--- src/rtl/sub4_serial.sv ---
// sub4_serial: bit-serial unsigned subtractor, diff = a - b, LSB first.
// A start/done handshake accepts one operation in IDLE. WIDTH clocks of SHIFT
// follow, then a single DONE clock that pulses done with the new result.
module sub4_serial #(
  parameter int WIDTH = 4
) (
  input  logic             clk,
  input  logic             rst_n,
  input  logic             start,
  input  logic [WIDTH-1:0] a,
  input  logic [WIDTH-1:0] b,
  output logic [WIDTH-1:0] diff,
  output logic             bout,
  output logic             busy,
  output logic             done
);

  // The counter is at least one bit wide, so WIDTH=1 still has a legal counter.
  localparam int CW = (WIDTH > 1) ? $clog2(WIDTH) : 1;
  localparam logic [CW-1:0] LAST_BIT = CW'(WIDTH - 1);

  typedef enum logic [1:0] {
    IDLE  = 2'd0,
    SHIFT = 2'd1,
    DONE  = 2'd2
  } state_t;

  state_t           state_reg;
  logic [WIDTH-1:0] a_reg;
  logic [WIDTH-1:0] b_reg;
  logic [WIDTH-1:0] res_reg;
  logic [WIDTH-1:0] res_next;
  logic             br_reg;
  logic             br_next;
  logic             d_bit;
  logic [CW-1:0]    cnt_reg;

  // One full-subtractor slice acts on the current LSBs of the operand shift registers.
  always_comb begin
    d_bit   = a_reg[0] ^ b_reg[0] ^ br_reg;
    br_next = (~a_reg[0] & b_reg[0]) | (~(a_reg[0] ^ b_reg[0]) & br_reg);
  end

  // The result register fills from the MSB side. After WIDTH shifts, bit 0
  // holds the first difference bit that was computed.
  generate
    for (genvar gi = 0; gi < WIDTH; gi++) begin : g_res
      if (gi == WIDTH - 1) begin : g_top
        assign res_next[gi] = d_bit;
      end else begin : g_mid
        assign res_next[gi] = res_reg[gi+1];
      end
    end
  endgenerate

  // Control FSM and datapath. diff and bout load only on the final SHIFT edge.
  always_ff @(posedge clk) begin
    if (!rst_n) begin
      state_reg <= IDLE;
      a_reg     <= '0;
      b_reg     <= '0;
      res_reg   <= '0;
      br_reg    <= 1'b0;
      cnt_reg   <= '0;
      diff      <= '0;
      bout      <= 1'b0;
      busy      <= 1'b0;
      done      <= 1'b0;
    end else begin
      done <= 1'b0;
      case (state_reg)
        IDLE: begin
          if (start) begin
            a_reg     <= a;
            b_reg     <= b;
            res_reg   <= '0;
            br_reg    <= 1'b0;
            cnt_reg   <= '0;
            busy      <= 1'b1;
            state_reg <= SHIFT;
          end
        end
        SHIFT: begin
          res_reg <= res_next;
          a_reg   <= a_reg >> 1;
          b_reg   <= b_reg >> 1;
          br_reg  <= br_next;
          cnt_reg <= cnt_reg + CW'(1);
          if (cnt_reg == LAST_BIT) begin
            diff      <= res_next;
            bout      <= br_next;
            busy      <= 1'b0;
            done      <= 1'b1;
            state_reg <= DONE;
          end
        end
        DONE: begin
          state_reg <= IDLE;
        end
        default: begin
          state_reg <= IDLE;
        end
      endcase
    end
  end

endmodule
--- config.mk ---
export PLATFORM = sky130hd
export DESIGN_NAME = sub4_serial
export DESIGN_NICKNAME = d
export VERILOG_FILES = /design/src/rtl/sub4_serial.sv
export SDC_FILE = /design/constraint.sdc
export NUM_CORES = 1
export LEC_CHECK = 0
export CAP_MARGIN = 20
export CORE_UTILIZATION = 40
export DETAILED_ROUTE_END_ITERATION = 8
export PLACE_DENSITY = 0.72
export SLEW_MARGIN = 5
export SYNTH_ARGS = -nofsm -noshare
export SYNTH_HDL_FRONTEND = slang
export SYNTH_SLANG_ARGS = --single-unit
--- constraint.sdc ---
create_clock -name clk -period 1.05 [get_ports clk]
set_input_delay 0.21 -clock clk [delete_from_list [all_inputs] [get_ports clk]]
set_output_delay 0.21 -clock clk [all_outputs]
set_load 0.02 [all_outputs]
Figure 1. A small window of the routed layout.
The bar under the picture is 5 um long. Window x 15 to 35, y 25 to 45 um. Cells in grey, sequential cells in the stronger grey; small squares are vias.
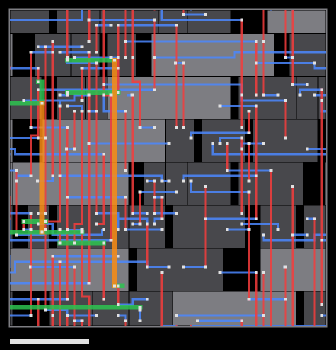
red -> met2
green -> met3
blue -> met1
orange -> met4
most frequent = dfxtp_2 (6), buf_4 (5), nand2_1 (4)
cells with their middle in the window = 38
netlist names of flops here include = cnt_reg (2), diff (2)
sequential cells in the window = 7

Figure 2. Gate-type map.
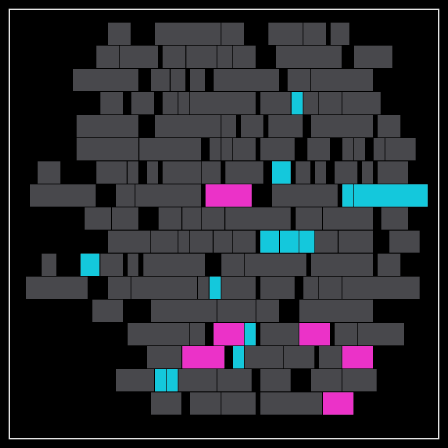
cyan -> NOR gates  # cells 13, most used nor2_1
magenta -> multiplexers  # cells 6, most used mux2i_1
Top cell excl fill/tap: buf_4
combinational share of cell area: 0.342
Final Non-Filler Cells: 170

==> impl_metrics.toml <==
# yosys + openroad results
[layout]
drive_gt1_frac = 0.577
final_cell_mix = "buf_4 (23), dfxtp_2 (12), dfxtp_1 (10), buf_6 (10), nand2_1 (9)"
antennaDiodeCount = 0
finish.utilization = 0.682
nClkBuffers = 3
nMultiInputCombCells = 64
synthToLayoutAreaGrowth_pct = 61.0

[sta]
setup_viol = 13
setup_slack_ns = -0.102
period_needed_ns = 1.15
whs_ns = 0.331

[status]
violations = "negative setup slack"
status = "finished, violations left"

[global_routing]
grt-ovfl-total = 0
grt_pass1_wl_um = 3660

[cts]
tritoncts = "done"
htreeDepth = 1
clkLatencyLatePin_ns = 0.31

[yosys]
ys_sh_adder = 0.0347
simple_gate_area_frac = 0.164
muxShareOfSynthArea = 0.0694
yosysUniqueCellTypes = 28
ys_cells = 97

[min_path]
worstHoldPathType = "primary input to flop"
hold_start = "rst_n"

[power_and_ir_drop]
finalPower_mw = 1.75

[floorplanning]
coreArea_um2 = 2210
ioPinCount = 18

[worst_setup_path]
slowest_delay_ns = 0.39
r2r-end = "cnt_reg[0]$_SDFFE_PN0P_"

[job]
warnings = 29
==> cells by family after synthesis <==
group                      after synthesis
muxes                                    6
AOI/OAI and AO/OA                       23
adders and majority gates                2
and+or+nand+nor                         33
buffers and inverters                   10
DFF                                     23
==> metal layers <==
metal / share of wire / vias up / routed length [um]
met4: 0.016 / 0 / 38
met2: 0.52 / 20 / 1200
met3: 0.027 / 6 / 64
met5: 0 / - / 0
met1: 0.44 / 426 / 1030
li1: - / 432 / -
==> worst max-delay path, delay by kind of cell (launching register included) <==
kind | cells | cell delay [ns]
flops | 1 | 0.39
mux | 1 | 0.26
compound gates | 1 | 0.22
buf+inv | 1 | 0.16
simple gates | 1 | 0.07
==> where the power goes <==
group          switching [mW]  internal [mW]  leakage (nW)
clock                   0.268          0.142        0.0177
combinational           0.167          0.229         0.418
sequential             0.0283          0.917         0.194
No activity file was given, so power comes from the tool's default toggle rates.
